`src/rtl/uart_pkg.sv`:
```
// Shared constants and TX state encoding for the UART user-side bridge.
package uart_pkg;

    localparam int UART_DATA_W          = 8;
    localparam int BUSY_TIMEOUT_DEFAULT = 4;

    typedef enum logic [1:0] {
        S_IDLE      = 2'd0,
        S_START     = 2'd1,
        S_WAIT_BUSY = 2'd2,
        S_WAIT_DONE = 2'd3
    } tx_state_e;

endpackage

```
`src/rtl/uart_sync_fifo.sv`:
```
// Single-clock FIFO with occupancy level; head is either fall-through or registered on pop.
module uart_sync_fifo #(
    parameter int WIDTH      = 8,
    parameter int DEPTH_LOG2 = 4,
    parameter bit FWFT       = 1'b1
) (
    input  logic                  clk,
    input  logic                  rst,
    input  logic                  wr_en,
    input  logic [WIDTH-1:0]      wr_data,
    input  logic                  rd_en,
    output logic [WIDTH-1:0]      rd_data,
    output logic                  full,
    output logic                  empty,
    output logic [DEPTH_LOG2:0]   level
);

    localparam int DEPTH = 1 << DEPTH_LOG2;
    localparam logic [DEPTH_LOG2:0] FULL_LEVEL = (DEPTH_LOG2 + 1)'(DEPTH);

    logic [WIDTH-1:0]      mem_q [DEPTH];
    logic [DEPTH_LOG2-1:0] wrPtr_q, wrPtr_d;
    logic [DEPTH_LOG2-1:0] rdPtr_q, rdPtr_d;
    logic [DEPTH_LOG2:0]   level_q, level_d;
    logic                  push;
    logic                  pop;

    assign full  = (level_q == FULL_LEVEL);
    assign empty = (level_q == '0);
    assign level = level_q;

    // A pop frees the slot the push needs, so a full FIFO still accepts a write alongside a read.
    assign pop  = rd_en && !empty;
    assign push = wr_en && (!full || pop);

    always_comb begin
        wrPtr_d = wrPtr_q;
        rdPtr_d = rdPtr_q;
        level_d = level_q;
        if (push) begin
            wrPtr_d = wrPtr_q + 1'b1;
        end
        if (pop) begin
            rdPtr_d = rdPtr_q + 1'b1;
        end
        case ({push, pop})
            2'b10:   level_d = level_q + 1'b1;
            2'b01:   level_d = level_q - 1'b1;
            default: level_d = level_q;
        endcase
    end

    always_ff @(posedge clk) begin
        if (rst) begin
            wrPtr_q <= '0;
            rdPtr_q <= '0;
            level_q <= '0;
        end else begin
            wrPtr_q <= wrPtr_d;
            rdPtr_q <= rdPtr_d;
            level_q <= level_d;
        end
    end

    always_ff @(posedge clk) begin
        if (push) begin
            mem_q[wrPtr_q] <= wr_data;
        end
    end

    generate
        if (FWFT) begin : g_fwft
            assign rd_data = empty ? '0 : mem_q[rdPtr_q];
        end else begin : g_reg
            logic [WIDTH-1:0] rdData_q;
            always_ff @(posedge clk) begin
                if (rst) begin
                    rdData_q <= '0;
                end else if (pop) begin
                    rdData_q <= mem_q[rdPtr_q];
                end
            end
            assign rd_data = rdData_q;
        end
    endgenerate

endmodule

```
`src/rtl/uart_usr_bridge.sv`:
```
// Host-side bridge to the UART controller usr_* port: queues TX bytes, issues one frame at a time,
// and buffers received bytes with sticky overflow tracking.
module uart_usr_bridge
    import uart_pkg::*;
#(
    parameter int DEPTH_LOG2   = 4,
    parameter int BUSY_TIMEOUT = BUSY_TIMEOUT_DEFAULT
) (
    input  logic                   clk,
    input  logic                   rst,
    input  logic                   uart_en,
    input  logic                   tx_wr_en,
    input  logic [UART_DATA_W-1:0] tx_wr_data,
    output logic                   tx_full,
    output logic [DEPTH_LOG2:0]    tx_level,
    output logic                   tx_busy,
    input  logic                   rx_rd_en,
    output logic [UART_DATA_W-1:0] rx_rd_data,
    output logic                   rx_empty,
    output logic [DEPTH_LOG2:0]    rx_level,
    input  logic                   ovf_clr,
    output logic                   tx_ovf,
    output logic                   rx_ovf,
    output logic                   usr_start_tx,
    output logic [UART_DATA_W-1:0] usr_data_tx,
    input  logic                   usr_done_tx,
    input  logic                   usr_done_rx,
    input  logic [UART_DATA_W-1:0] usr_data_rx
);

    localparam int TMR_W = (BUSY_TIMEOUT > 1) ? $clog2(BUSY_TIMEOUT + 1) : 1;
    localparam logic [TMR_W-1:0] TMR_LAST = TMR_W'(BUSY_TIMEOUT - 1);

    tx_state_e              state_q, state_d;
    logic [TMR_W-1:0]       timer_q, timer_d;
    logic                   launch_q, launch_d;
    logic                   startTx_q, startTx_d;
    logic                   txPop;
    logic                   txEmpty;
    logic                   canLaunch;

    logic                   doneRxPrev_q;
    logic                   rxPush_q;
    logic [UART_DATA_W-1:0] rxData_q;
    logic                   rxFull;

    logic                   txOvf_q, rxOvf_q;
    logic                   txOvfSet, rxOvfSet;

    uart_sync_fifo #(
        .WIDTH      (UART_DATA_W),
        .DEPTH_LOG2 (DEPTH_LOG2),
        .FWFT       (1'b1)
    ) u_tx_fifo (
        .clk     (clk),
        .rst     (rst),
        .wr_en   (tx_wr_en),
        .wr_data (tx_wr_data),
        .rd_en   (txPop),
        .rd_data (usr_data_tx),
        .full    (tx_full),
        .empty   (txEmpty),
        .level   (tx_level)
    );

    uart_sync_fifo #(
        .WIDTH      (UART_DATA_W),
        .DEPTH_LOG2 (DEPTH_LOG2),
        .FWFT       (1'b1)
    ) u_rx_fifo (
        .clk     (clk),
        .rst     (rst),
        .wr_en   (rxPush_q),
        .wr_data (rxData_q),
        .rd_en   (rx_rd_en),
        .rd_data (rx_rd_data),
        .full    (rxFull),
        .empty   (rx_empty),
        .level   (rx_level)
    );

    assign canLaunch = !txEmpty && uart_en && usr_done_tx;

    // The launch condition is registered once in S_IDLE before S_START is entered; this sets the
    // write-to-pulse latency and guarantees idle cycles between frames.
    always_comb begin
        state_d   = state_q;
        timer_d   = '0;
        txPop     = 1'b0;
        launch_d  = (state_q == S_IDLE) && canLaunch;
        case (state_q)
            S_IDLE: begin
                if (launch_q && canLaunch) begin
                    state_d = S_START;
                end
            end
            S_START: begin
                state_d = S_WAIT_BUSY;
            end
            S_WAIT_BUSY: begin
                if (!usr_done_tx) begin
                    state_d = S_WAIT_DONE;
                end else if (timer_q == TMR_LAST) begin
                    state_d = S_IDLE;
                end else begin
                    timer_d = timer_q + 1'b1;
                end
            end
            S_WAIT_DONE: begin
                if (usr_done_tx) begin
                    txPop   = 1'b1;
                    state_d = S_IDLE;
                end
            end
            default: state_d = S_IDLE;
        endcase
        startTx_d = (state_d == S_START);
    end

    always_ff @(posedge clk) begin
        if (rst) begin
            state_q   <= S_IDLE;
            timer_q   <= '0;
            launch_q  <= 1'b0;
            startTx_q <= 1'b0;
        end else begin
            state_q   <= state_d;
            timer_q   <= timer_d;
            launch_q  <= launch_d;
            startTx_q <= startTx_d;
        end
    end

    assign usr_start_tx = startTx_q;
    assign tx_busy      = (state_q != S_IDLE);

    always_ff @(posedge clk) begin
        if (rst) begin
            doneRxPrev_q <= 1'b0;
            rxPush_q     <= 1'b0;
            rxData_q     <= '0;
        end else begin
            doneRxPrev_q <= usr_done_rx;
            rxPush_q     <= usr_done_rx && !doneRxPrev_q;
            if (usr_done_rx && !doneRxPrev_q) begin
                rxData_q <= usr_data_rx;
            end
        end
    end

    // A read in the same cycle makes room, so only an unrelieved full FIFO counts as overflow.
    assign txOvfSet = tx_wr_en && tx_full && !txPop;
    assign rxOvfSet = rxPush_q && rxFull && !rx_rd_en;

    always_ff @(posedge clk) begin
        if (rst) begin
            txOvf_q <= 1'b0;
            rxOvf_q <= 1'b0;
        end else begin
            if (txOvfSet) begin
                txOvf_q <= 1'b1;
            end else if (ovf_clr) begin
                txOvf_q <= 1'b0;
            end
            if (rxOvfSet) begin
                rxOvf_q <= 1'b1;
            end else if (ovf_clr) begin
                rxOvf_q <= 1'b0;
            end
        end
    end

    assign tx_ovf = txOvf_q;
    assign rx_ovf = rxOvf_q;

endmodule

```
`config.mk`:
```
export PLATFORM = sky130hd
export DESIGN_NAME = uart_usr_bridge
export DESIGN_NICKNAME = d
export VERILOG_FILES = /design/src/rtl/uart_pkg.sv /design/src/rtl/uart_sync_fifo.sv /design/src/rtl/uart_usr_bridge.sv
export SDC_FILE = /design/constraint.sdc
export NUM_CORES = 1
export LEC_CHECK = 0
export CORE_MARGIN = 2
export CORE_UTILIZATION = 44
export DETAILED_ROUTE_END_ITERATION = 8
export PLACE_DENSITY = 0.67
export REMOVE_ABC_BUFFERS = 1
export SYNTH_ARGS = -nofsm -noshare
export SYNTH_HDL_FRONTEND = slang
export SYNTH_SLANG_ARGS = --single-unit
```
`constraint.sdc`:
```
create_clock -name clk -period 5.79 [get_ports clk]
set_input_delay 1.158 -clock clk [delete_from_list [all_inputs] [get_ports clk]]
set_output_delay 1.158 -clock clk [all_outputs]
set_load 0.02 [all_outputs]
```
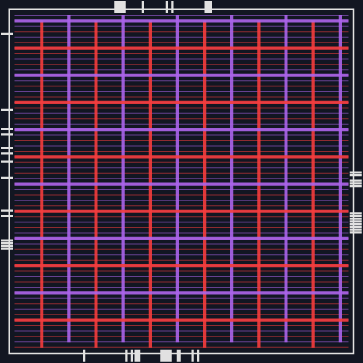
Figure 1: power grid.
Drawn at 2 px/um. Pins as bars on the die edge.
| net | color |
|---|---|
| VDD | purple |
| VSS | red |
met5 straps: 12
met4 straps: 12
met1 rails: 62
signal pins: 56

==> results.sh <==
# yosys + openroad results
export IMPL_logic_gates=341
export IMPL_rr_worst_depth=10
export IMPL_largest_area_cell="edfxtp_1"
export IMPL_synthMostInstantiatedCell="edfxtp_1"
export IMPL_place_inst=1102
export IMPL_vias=6305
export IMPL_top_area_share_pct=62.4
export IMPL_sequentialPowerShare_pct=48.4
export IMPL_mux_area_share_pct=15.8
export IMPL_drt_met1_wl_um=10200
export IMPL_io_buffers=55
export IMPL_top_logic_kind="multiplexers"
export IMPL_cpLargestDelayFamily="buffers and inverters"
export IMPL_cts_buffers=31
export IMPL_fin_nets=800
export IMPL_antenna_left=0
export IMPL_maxSlewViolCount=0
export IMPL_grt_pass1_wl_um=37200
export IMPL_taps=378
export IMPL_yosys_stat_area_sq_um=12300
export IMPL_core_area_sq_um=27700
export IMPL_synth_cell_types=54
export IMPL_wire_per_inst_um=21.0
export IMPL_htreeDepth=1
export IMPL_grt_pass1_vias=6526
export IMPL_min_delay_start="timer_q[0]"
export IMPL_syn_inst=698
export IMPL_p_per_area_nw_per_um2=373
export IMPL_path_buffers=2
export IMPL_worst_path_stages=5
export IMPL_switching_share_pct=25.4
export IMPL_pwr_share_comb_pct=16.1
export IMPL_nFillCells=2212
export IMPL_grt_max_degree=43
export IMPL_status="completed"
export IMPL_top_level_ports=56
export IMPL_top_power_group="registers"
export IMPL_power_uw=5310
export IMPL_seqAreaFraction_pct=61.6
export IMPL_worst_slew_pin_transition_ns=1.34
export IMPL_ys_ff=309
export IMPL_postCtsSetupRepairBufs=0
export IMPL_yosys_area_share_xor_xnor_pct=0.995
export IMPL_wl_met3_um=1180
export IMPL_place_gp_congestion=0.753
export IMPL_cts_hold_fix_buffers=0
export IMPL_avgSynthCellArea_sq_um=17.7
export IMPL_cts_root_buffer="clkbuf_16"
export IMPL_fp_util_pct=44.5
export IMPL_p_comb_uw=856
export IMPL_hold_end="timer_q[0]"
export IMPL_num_nonclk_inverters=13
export IMPL_final_util_pct=51.3
export IMPL_crit_fanout=20
export IMPL_grt_util_met2_pct=29.9
export IMPL_gr_usage_met1_pct=21.8
export IMPL_highest_layer="met4"
export IMPL_critical_path_endpoint="rx_rd_data[2]"
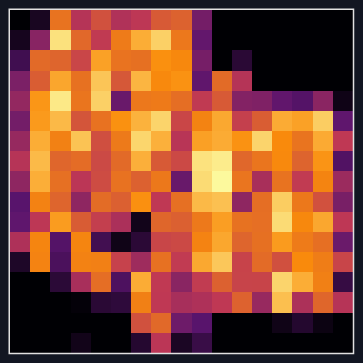
Figure 2: cell density map.
Drawn at 2 px/um. The die is cut into 17 by 17 equal tiles; black is low, pale yellow is high, 0 to 100% covered.
fullest tile: 99%
emptiest ninth of the die: north-east
mean over tiles: 47%
tiles over 75% full: 19%

